### config.mk
export PLATFORM = sky130hd
export DESIGN_NAME = vram_pattern_loader_flat
export DESIGN_NICKNAME = d
export VERILOG_FILES = /design/src/rtl/vram_pattern_loader_if.sv /design/src/rtl/vram_pattern_loader.sv /design/src/flat_wrapper.sv
export SDC_FILE = /design/constraint.sdc
export NUM_CORES = 1
export LEC_CHECK = 0
export CORE_MARGIN = 2
export CORE_UTILIZATION = 55
export CTS_CLUSTER_SIZE = 8
export DETAILED_ROUTE_END_ITERATION = 6
export PLACE_DENSITY_LB_ADDON = 0.12
export SYNTH_ARGS = -nofsm -noshare
export SYNTH_HDL_FRONTEND = slang
export SYNTH_SLANG_ARGS = --single-unit
### constraint.sdc
create_clock -name I_CLK -period 7.1 [get_ports I_CLK]
set_input_delay 0.71 -clock I_CLK [delete_from_list [all_inputs] [get_ports I_CLK]]
set_output_delay 0.71 -clock I_CLK [all_outputs]
set_load 0.02 [all_outputs]
### src/rtl/vram_pattern_loader_if.sv
`default_nettype none
// ---------------------------------------------------------------------------
// vram_pattern_loader_if : VRAM port bundle between the loader and the GPU
// Revision 1.0
// ---------------------------------------------------------------------------
interface vram_pattern_loader_if;
  logic [1:0]  I_VIDEO_MODE;
  logic [7:0]  I_VRAM_DATA;
  logic        O_MEM_ENABLE;
  logic        O_VRAM_WE_L;
  logic        O_VRAM_RE_L;
  logic [15:0] O_VRAM_ADDR;
  logic [7:0]  O_VRAM_DATA;

  modport master (
    input  I_VIDEO_MODE, I_VRAM_DATA,
    output O_MEM_ENABLE, O_VRAM_WE_L, O_VRAM_RE_L, O_VRAM_ADDR, O_VRAM_DATA
  );

  modport slave (
    output I_VIDEO_MODE, I_VRAM_DATA,
    input  O_MEM_ENABLE, O_VRAM_WE_L, O_VRAM_RE_L, O_VRAM_ADDR, O_VRAM_DATA
  );
endinterface
`default_nettype wire

### src/rtl/vram_pattern_loader.sv
`default_nettype none
// ---------------------------------------------------------------------------
// vram_pattern_loader : fills a VRAM window with a seeded pattern, reads it back
// Revision 1.0
// ---------------------------------------------------------------------------
module vram_pattern_loader #(
  parameter logic [15:0] START_ADDR   = 16'h8000,
  parameter logic [15:0] LENGTH       = 16'h2000,
  parameter logic [7:0]  SEED         = 8'hA5,
  parameter int          READ_LATENCY = 2
) (
  input  logic                         I_CLK,
  input  logic                         I_RESET_L,
  input  logic                         I_START,
  vram_pattern_loader_if.master        vram,
  output logic                         O_DONE,
  output logic                         O_PASS,
  output logic [15:0]                  O_ERR_COUNT,
  output logic [15:0]                  O_FIRST_ERR_ADDR
);

  localparam int               LAT_W    = (READ_LATENCY > 1) ? $clog2(READ_LATENCY) : 1;
  localparam logic [LAT_W-1:0] LAT_LAST = LAT_W'(READ_LATENCY - 1);

  localparam logic [2:0] S_IDLE      = 3'd0;
  localparam logic [2:0] S_WR_SETUP  = 3'd1;
  localparam logic [2:0] S_WR_STROBE = 3'd2;
  localparam logic [2:0] S_WR_HOLD   = 3'd3;
  localparam logic [2:0] S_RD_SETUP  = 3'd4;
  localparam logic [2:0] S_RD_STROBE = 3'd5;
  localparam logic [2:0] S_RD_CHECK  = 3'd6;
  localparam logic [2:0] S_DONE      = 3'd7;

  logic [2:0]       state_q, state_d;
  logic [15:0]      idx_q, idx_d;
  logic [LAT_W-1:0] lat_q, lat_d;
  logic [7:0]       rdata_q, rdata_d;
  logic [15:0]      err_q, err_d;
  logic [15:0]      first_q, first_d;
  logic             we_l_q, we_l_d;
  logic             re_l_q, re_l_d;
  logic [15:0]      addr_q, addr_d;
  logic [7:0]       wdata_q, wdata_d;
  logic             mem_en_q, mem_en_d;
  logic             done_q, done_d;
  logic             pass_q, pass_d;

  logic        locked;
  logic        last_idx;
  logic        start_ok;
  logic [15:0] cur_addr;
  logic [15:0] next_addr;

  assign locked   = (vram.I_VIDEO_MODE == 2'b11);
  assign last_idx = (idx_q == LENGTH - 16'd1);
  assign start_ok = I_START && ((state_q == S_IDLE) || (state_q == S_DONE));
  assign cur_addr = START_ADDR + idx_q;

  always_ff @(posedge I_CLK or negedge I_RESET_L) begin
    if (!I_RESET_L) begin
      state_q  <= S_IDLE;
      idx_q    <= '0;
      lat_q    <= '0;
      rdata_q  <= '0;
      err_q    <= '0;
      first_q  <= '0;
      we_l_q   <= 1'b1;
      re_l_q   <= 1'b1;
      addr_q   <= '0;
      wdata_q  <= '0;
      mem_en_q <= 1'b0;
      done_q   <= 1'b0;
      pass_q   <= 1'b0;
    end else begin
      state_q  <= state_d;
      idx_q    <= idx_d;
      lat_q    <= lat_d;
      rdata_q  <= rdata_d;
      err_q    <= err_d;
      first_q  <= first_d;
      we_l_q   <= we_l_d;
      re_l_q   <= re_l_d;
      addr_q   <= addr_d;
      wdata_q  <= wdata_d;
      mem_en_q <= mem_en_d;
      done_q   <= done_d;
      pass_q   <= pass_d;
    end
  end

  always_comb begin
    state_d = state_q;
    case (state_q)
      S_IDLE, S_DONE: if (I_START) state_d = (LENGTH == 16'd0) ? S_DONE : S_WR_SETUP;
      S_WR_SETUP:     if (!locked) state_d = S_WR_STROBE;
      S_WR_STROBE:    state_d = S_WR_HOLD;
      S_WR_HOLD:      state_d = last_idx ? S_RD_SETUP : S_WR_SETUP;
      S_RD_SETUP:     if (!locked) state_d = S_RD_STROBE;
      S_RD_STROBE:    if (lat_q == LAT_LAST) state_d = S_RD_CHECK;
      S_RD_CHECK:     state_d = last_idx ? S_DONE : S_RD_SETUP;
      default:        state_d = S_IDLE;
    endcase
  end

  // Outputs are computed from the next state so every pin is a plain flop.
  always_comb begin
    idx_d     = idx_q;
    lat_d     = '0;
    rdata_d   = rdata_q;
    err_d     = err_q;
    first_d   = first_q;
    addr_d    = addr_q;
    wdata_d   = wdata_q;
    next_addr = '0;

    if (start_ok) begin
      idx_d   = '0;
      err_d   = '0;
      first_d = '0;
    end

    case (state_q)
      S_WR_HOLD: idx_d = last_idx ? 16'd0 : idx_q + 16'd1;
      S_RD_STROBE: begin
        if (lat_q == LAT_LAST) rdata_d = vram.I_VRAM_DATA;
        else                   lat_d   = lat_q + LAT_W'(1);
      end
      S_RD_CHECK: begin
        if (rdata_q != (cur_addr[7:0] ^ SEED)) begin
          if (err_q == 16'd0)     first_d = cur_addr;
          if (err_q != 16'hFFFF)  err_d   = err_q + 16'd1;
        end
        if (!last_idx) idx_d = idx_q + 16'd1;
      end
      default: ;
    endcase

    next_addr = START_ADDR + idx_d;
    we_l_d    = (state_d != S_WR_STROBE);
    re_l_d    = (state_d != S_RD_STROBE);
    mem_en_d  = (state_d != S_IDLE) && (state_d != S_DONE);
    done_d    = (state_d == S_DONE);
    pass_d    = (state_d == S_DONE) && (err_d == 16'd0);
    if (mem_en_d) addr_d = next_addr;
    if ((state_d == S_WR_SETUP) || (state_d == S_WR_STROBE) || (state_d == S_WR_HOLD))
      wdata_d = next_addr[7:0] ^ SEED;
  end

  assign vram.O_MEM_ENABLE = mem_en_q;
  assign vram.O_VRAM_WE_L  = we_l_q;
  assign vram.O_VRAM_RE_L  = re_l_q;
  assign vram.O_VRAM_ADDR  = addr_q;
  assign vram.O_VRAM_DATA  = wdata_q;
  assign O_DONE            = done_q;
  assign O_PASS            = pass_q;
  assign O_ERR_COUNT       = err_q;
  assign O_FIRST_ERR_ADDR  = first_q;

endmodule
`default_nettype wire
### src/flat_wrapper.sv
// flat-port wrapper written by rule: the top's interface ports become plain ports
module vram_pattern_loader_flat 
#(
  parameter logic [15:0] START_ADDR   = 16'h8000,
  parameter logic [15:0] LENGTH       = 16'h2000,
  parameter logic [7:0]  SEED         = 8'hA5,
  parameter int          READ_LATENCY = 2
)
  (I_CLK, I_RESET_L, I_START, O_DONE, O_PASS, O_ERR_COUNT, O_FIRST_ERR_ADDR, vram_I_VIDEO_MODE, vram_I_VRAM_DATA, vram_O_MEM_ENABLE, vram_O_VRAM_WE_L, vram_O_VRAM_RE_L, vram_O_VRAM_ADDR, vram_O_VRAM_DATA);
  vram_pattern_loader_if vram_i ();
  input  logic I_CLK;
  input  logic I_RESET_L;
  input  logic I_START;
  output logic O_DONE;
  output logic O_PASS;
  output logic [15:0] O_ERR_COUNT;
  output logic [15:0] O_FIRST_ERR_ADDR;
  input wire logic [$bits(vram_i.I_VIDEO_MODE)-1:0] vram_I_VIDEO_MODE;
  input wire logic [$bits(vram_i.I_VRAM_DATA)-1:0] vram_I_VRAM_DATA;
  output wire logic [$bits(vram_i.O_MEM_ENABLE)-1:0] vram_O_MEM_ENABLE;
  output wire logic [$bits(vram_i.O_VRAM_WE_L)-1:0] vram_O_VRAM_WE_L;
  output wire logic [$bits(vram_i.O_VRAM_RE_L)-1:0] vram_O_VRAM_RE_L;
  output wire logic [$bits(vram_i.O_VRAM_ADDR)-1:0] vram_O_VRAM_ADDR;
  output wire logic [$bits(vram_i.O_VRAM_DATA)-1:0] vram_O_VRAM_DATA;
  assign vram_i.I_VIDEO_MODE = vram_I_VIDEO_MODE;
  assign vram_i.I_VRAM_DATA = vram_I_VRAM_DATA;
  assign vram_O_MEM_ENABLE = vram_i.O_MEM_ENABLE;
  assign vram_O_VRAM_WE_L = vram_i.O_VRAM_WE_L;
  assign vram_O_VRAM_RE_L = vram_i.O_VRAM_RE_L;
  assign vram_O_VRAM_ADDR = vram_i.O_VRAM_ADDR;
  assign vram_O_VRAM_DATA = vram_i.O_VRAM_DATA;
  vram_pattern_loader #(.START_ADDR(START_ADDR), .LENGTH(LENGTH), .SEED(SEED), .READ_LATENCY(READ_LATENCY)) u_core (.I_CLK(I_CLK), .I_RESET_L(I_RESET_L), .I_START(I_START), .vram(vram_i), .O_DONE(O_DONE), .O_PASS(O_PASS), .O_ERR_COUNT(O_ERR_COUNT), .O_FIRST_ERR_ADDR(O_FIRST_ERR_ADDR));
endmodule
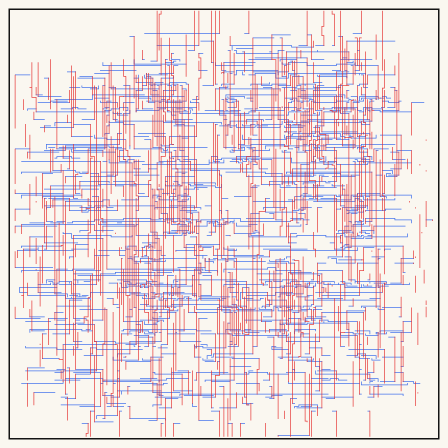
Figure 1: run 1, metal layers overlaid.
Two of the layers only.
[blue] met1 | wire length: 4480 um
[red] met2 | wire length: 5180 um

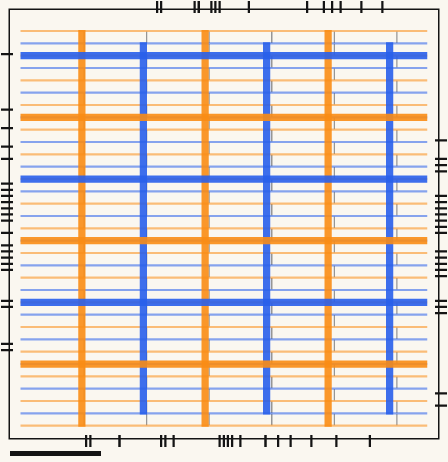
Figure 2: run 1, power grid.
The bar under the picture is 20 um long. Pins as bars on the die edge. Tap cells in gray.
[orange] VSS
[blue] VDD
met1 rails: 33
met5 straps: 6
signal pins: 74

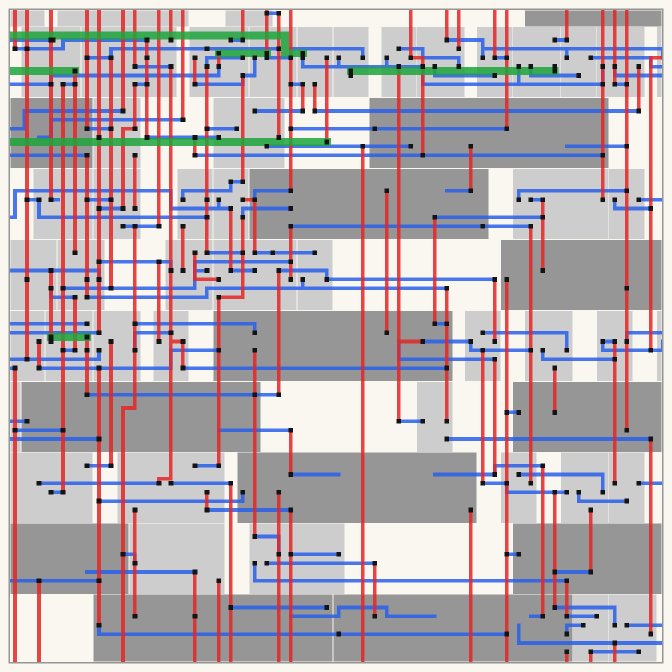
Figure 3: run 1, zoomed window.
Window x 58 to 83, y 11 to 36 um. Cells in gray, sequential cells in the stronger gray; small squares are vias.
[green] met3
[blue] met1
[red] met2
cells with their middle in the window: 52
netlist names of flops here include: u_core.idx_q (4), u_core.O_FIRST_ERR_ADDR (3), u_core.vram.O_VRAM_ADDR (3)
sequential cells in the window: 10
most frequent: nand2_1 (13), o21ai_0 (11), dfrtp_1 (10)

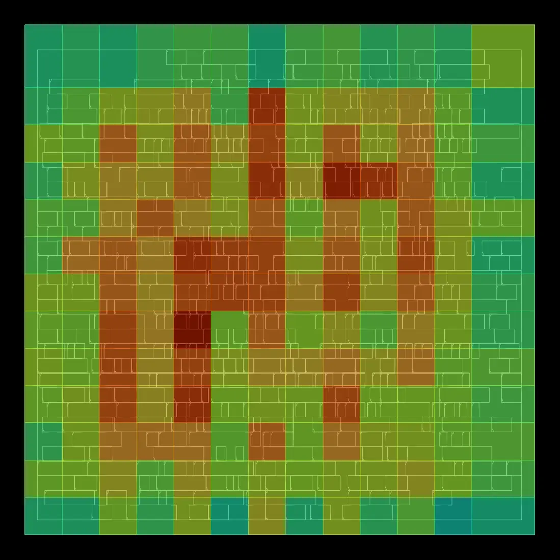
Figure 4: run 1, congestion heat map.
utilization after layout: 70.1%
met2 usage: 41.0%
global routing's busiest layer: met2
DR WL/cell: 16.6 um
Total GRT Usage: 25.0%

==> flow_summary.ini, run 1 <==
; physical design summary
[sta]
setup_tns_ns = 0
fin_skew_ns = 0.0118
drv_slew = 0
tightest_slew_ns = 1.11
fmax_ghz = 0.312
rsz0062_at_grt = false

[synthesis]
ys_seq_share_pct = 49.6
top_cell_area_share_pct = 48.4
adder_share_pct = 0.835
yosysChipArea_mm2 = 0.00449
netlist_area_mm2 = 0.00449
async_reset_ff_share_pct = 100
ys_ff = 89
synthTopLogicFamily = simple AND/OR/NAND/NOR gates
synth.most_common_cell = dfrtp_1

[finish]
final_cell_mix = dfrtp_1, clkdlybuf4s50_1, nand2_1
logic_gates = 327
clk_share_pct = 4.11
comb_share_pct = 38.0

[detailed_routing]
first_iter_violations = 160
ant_nets = 0
totalWireLength_um = 10400

[setup_path]
cp_num_cells = 8
cp.required_ns = 7.35
worstSetupPathType = register to register
crit_chain = ha_1, nand3_1, nor4_2, or2_1, nor2_1, o21ai_0, o31ai_1, mux2_2
cp-endpoint = u_core.vram.O_VRAM_ADDR[4]

[power_and_ir_drop]
p_per_area_mw_per_mm2 = 289
swShare_pct = 36.1
switchingPower_mw = 0.572
powerClk_mw = 0.392
p_leak_nw = 2.34

[floorplan]
taps = 102
io_pins = 74
core_util_floorplan_pct = 57.6
die_h_um = 94.4
die_w_um = 94.4

[global_routing]
grtUsageMet1_pct = 33.4
grt_max_degree = 89

[place]
hpwlAfterDp_um = 7230
io_buffers = 73
placed_cell_area_mm2 = 0.00525
gp_congestion = 0.864

[clock_tree]
hold_buffers = 0
htreeDepth = 3

[status]
status = finished, final reports clean
--- run 2 (diff from run 1) ---
- CORE_UTILIZATION: 55 -> 48
- clock period: 7.1 -> 2.85 ns (I/O delays scaled with it)
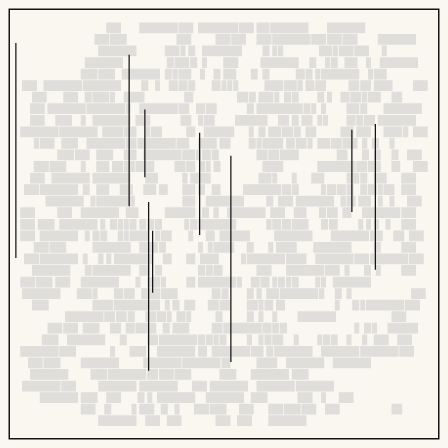
Figure 5: run 2, M4 wires.
Cells faint in the background.
main direction: vertical
nets with wire on the layer: 9
longest straight run: 50.3 um

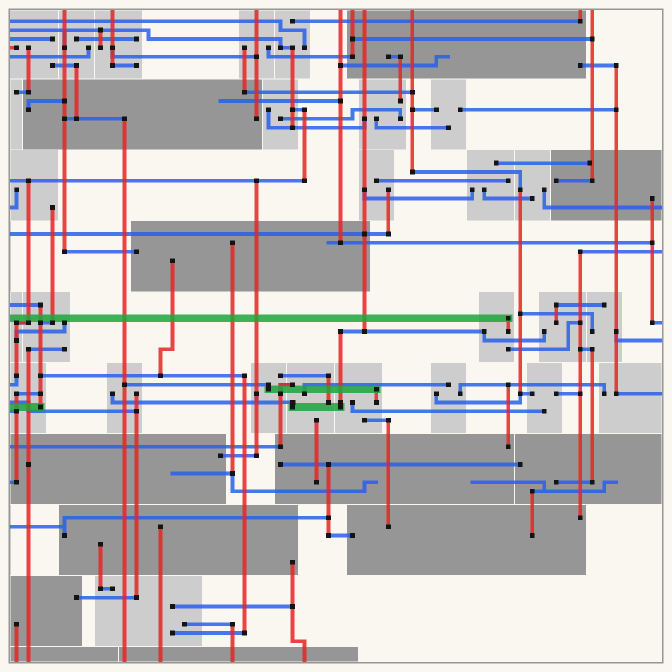
Figure 6: run 2, zoomed window.
Window x 63 to 88, y 13 to 38 um. Cells in gray, sequential cells in the stronger gray; small squares are vias.
[red] met2
[blue] met1
[green] met3
cells with their middle in the window: 33
most frequent: nand2_1 (13), o21ai_0 (8), dfrtp_1 (8)
netlist names of flops here include: u_core.O_FIRST_ERR_ADDR (4), u_core.idx_q (3)
sequential cells in the window: 8

==> run 2 against run 1 <==
The run now ends with hold timing left. Wire length is 6.1% higher. First-iteration DRC count is 59% higher. Setup slack worse by 3.8 ns. Combinational power went up to 2.9 times the previous value. Largest cell class unchanged.
==> flow_summary.ini, run 2 <==
; physical design summary
[clock_tree]
clk_pin_slew_ns = 0.08
htreeDepth = 3
cts_root_buf = clkbuf_8
worstSkewPairLatency_ns = 0.35
cts_made_buffers = 9
hold_buffers = 0

[synthesis]
synthTopLogicFamily = simple AND/OR/NAND/NOR gates
avgSynthCellArea_um2 = 9.86
ys_ff = 89
adder_share_pct = 0.835
async_reset_ff_share_pct = 100
netlist_area_mm2 = 0.00449
edf_count = 0
synth.most_common_cell = dfrtp_1
ys_seq_share_pct = 49.6
yosysChipArea_mm2 = 0.00449
top_cell_area_share_pct = 48.4

[detailed_routing]
ant_nets = 0
totalWireLength_um = 11000
wire_per_inst_um = 16.7
first_iter_violations = 255

[sta]
min_period_ns = 2.70
hold_viol = 4
fin_skew_ns = 0.0116
finalSetupViolCount = 0
fmax_ghz = 0.370
rsz0062_at_grt = false
drv_slew = 0
tightest_slew_ns = 0.773
holdWs_ns = -0.00337
setup_tns_ns = 0

[finish]
logic_gates = 327
nets = 558
clk_share_pct = 3.89
utilization_pct = 62.2
flop_area_mm2 = 0.00223
final_cell_mix = dfrtp_1, clkdlybuf4s50_1, nand2_1
comb_share_pct = 36.6

[floorplan]
io_pins = 74
die_h_um = 101
die_w_um = 101
core_util_floorplan_pct = 49.1
taps = 111

[global_routing]
grt_max_degree = 62
grt_most_used_layer = met2
grtUsageMet1_pct = 29.8
grt_use_met2_pct = 36.9

[setup_path]
worstSetupPathType = register to register
cp-endpoint = u_core.vram.O_VRAM_DATA[5]
crit_chain = or4b_1, nor4_2, nand2b_1, a31o_2, nor2_1, nor2_2, mux2_2
cp.required_ns = 3.09
rrSetupSlack_ns = 0.15
cp_num_cells = 7
r2r-start = u_core.idx_q[13]

[power_and_ir_drop]
p_per_area_mw_per_mm2 = 727
p_leak_nw = 2.47
p_total_mw = 4.14
switchingPower_mw = 1.46
swShare_pct = 35.2
powerClk_mw = 0.960

[job]
max_cap_viol_count = 0

[place]
hpwlAfterDp_um = 7960
gp_congestion = 0.946
io_buffers = 73
placed_cell_area_mm2 = 0.00547

[status]
violations = hold timing
status = finished, violations left
Figure 7. Congestion heat map (run 2).
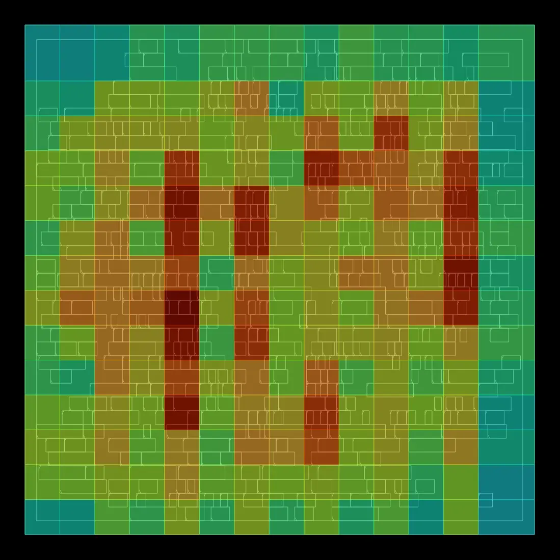

--- run 3 (diff from run 2) ---
- CORE_ASPECT_RATIO: default -> 0.8
- TNS_END_PERCENT: default -> 1
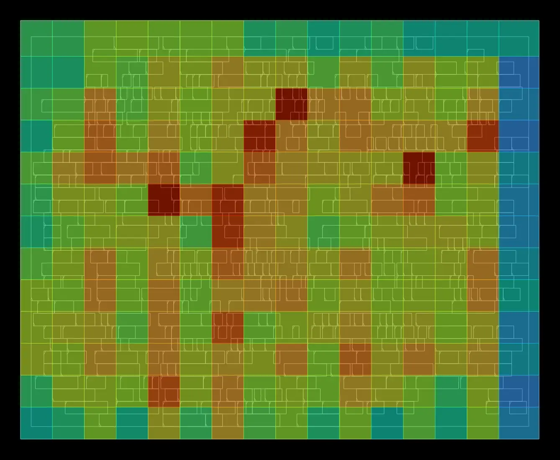
Figure 8: run 3, congestion heat map.
met2 usage: 29.5%
Total GRT Usage: 21.4%

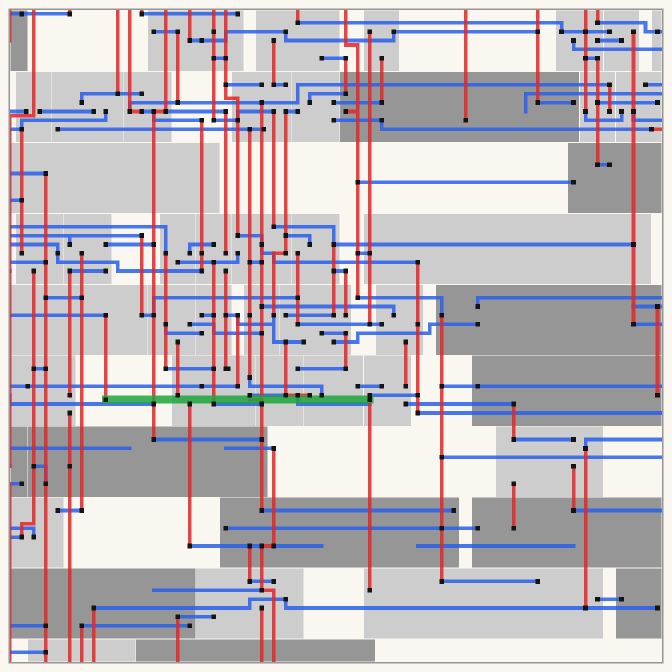
Figure 9: run 3, zoomed window.
Window x 72 to 97, y 10 to 35 um. Cells in gray, sequential cells in the stronger gray; small squares are vias.
[red] met2
[green] met3
[blue] met1
netlist names of flops here include: u_core.idx_q (5), u_core.vram.O_VRAM_ADDR (2)
cells with their middle in the window: 42
sequential cells in the window: 7
most frequent: o21ai_0 (8), dfrtp_1 (7), nand2_1 (4)

==> run 3 against run 2 <==
The flow still finishes with violations (hold timing). Count of clock-buffer cells in the layout shrank 1. Maximum frequency rose by 2.9%. Global-route usage is 1.5 points lower. Wire length shrank 5.7%. Worst hold slack got worse by 0.027 ns. Via count shrank 2.3%. Final cell count stayed put. Largest cell class unchanged.
==> flow_summary.ini, run 3 <==
; physical design summary
[finish]
comb_share_pct = 36.0
utilization_pct = 63.9
flop_area_mm2 = 0.00223
nets = 554
clk_share_pct = 5.80
logic_gates = 327

[status]
status = finished, violations left
violations = hold timing

[detailed_routing]
wire_per_inst_um = 15.8
ant_nets = 0
totalWireLength_um = 10400

[power_and_ir_drop]
p_total_mw = 4.57
p_leak_nw = 2.51

[setup_path]
cp-endpoint = u_core.O_PASS
r2r-start = u_core.O_ERR_COUNT[1]
cp.required_ns = 3.09
worstSetupPathType = register to register
crit_chain = ha_1, and4_1, and4_1, or2_1, o21bai_1, or4_1, nor4_2
cp_num_cells = 7

[sta]
rsz0062_at_grt = false
holdWs_ns = -0.0308
finalSetupViolCount = 0
fin_skew_ns = 0.00764
hold_viol = 22

[synthesis]
adder_share_pct = 0.835
edf_count = 0
ys_ff = 89
netlist_area_mm2 = 0.00449
async_reset_ff_share_pct = 100
yosysChipArea_mm2 = 0.00449
avgSynthCellArea_um2 = 9.86
synthTopLogicFamily = simple AND/OR/NAND/NOR gates
synth.most_common_cell = dfrtp_1

[floorplan]
die_h_um = 90.5
io_pins = 74
die_w_um = 112
taps = 115

[place]
io_buffers = 73
hpwlAfterDp_um = 7530
placed_cell_area_mm2 = 0.00546

[global_routing]
grt_most_used_layer = met1
grt_max_degree = 90
grtUsageMet1_pct = 32.7

[clock_tree]
htreeDepth = 3
clk_pin_slew_ns = 0.06
Power and IR drop assume default switching activity.
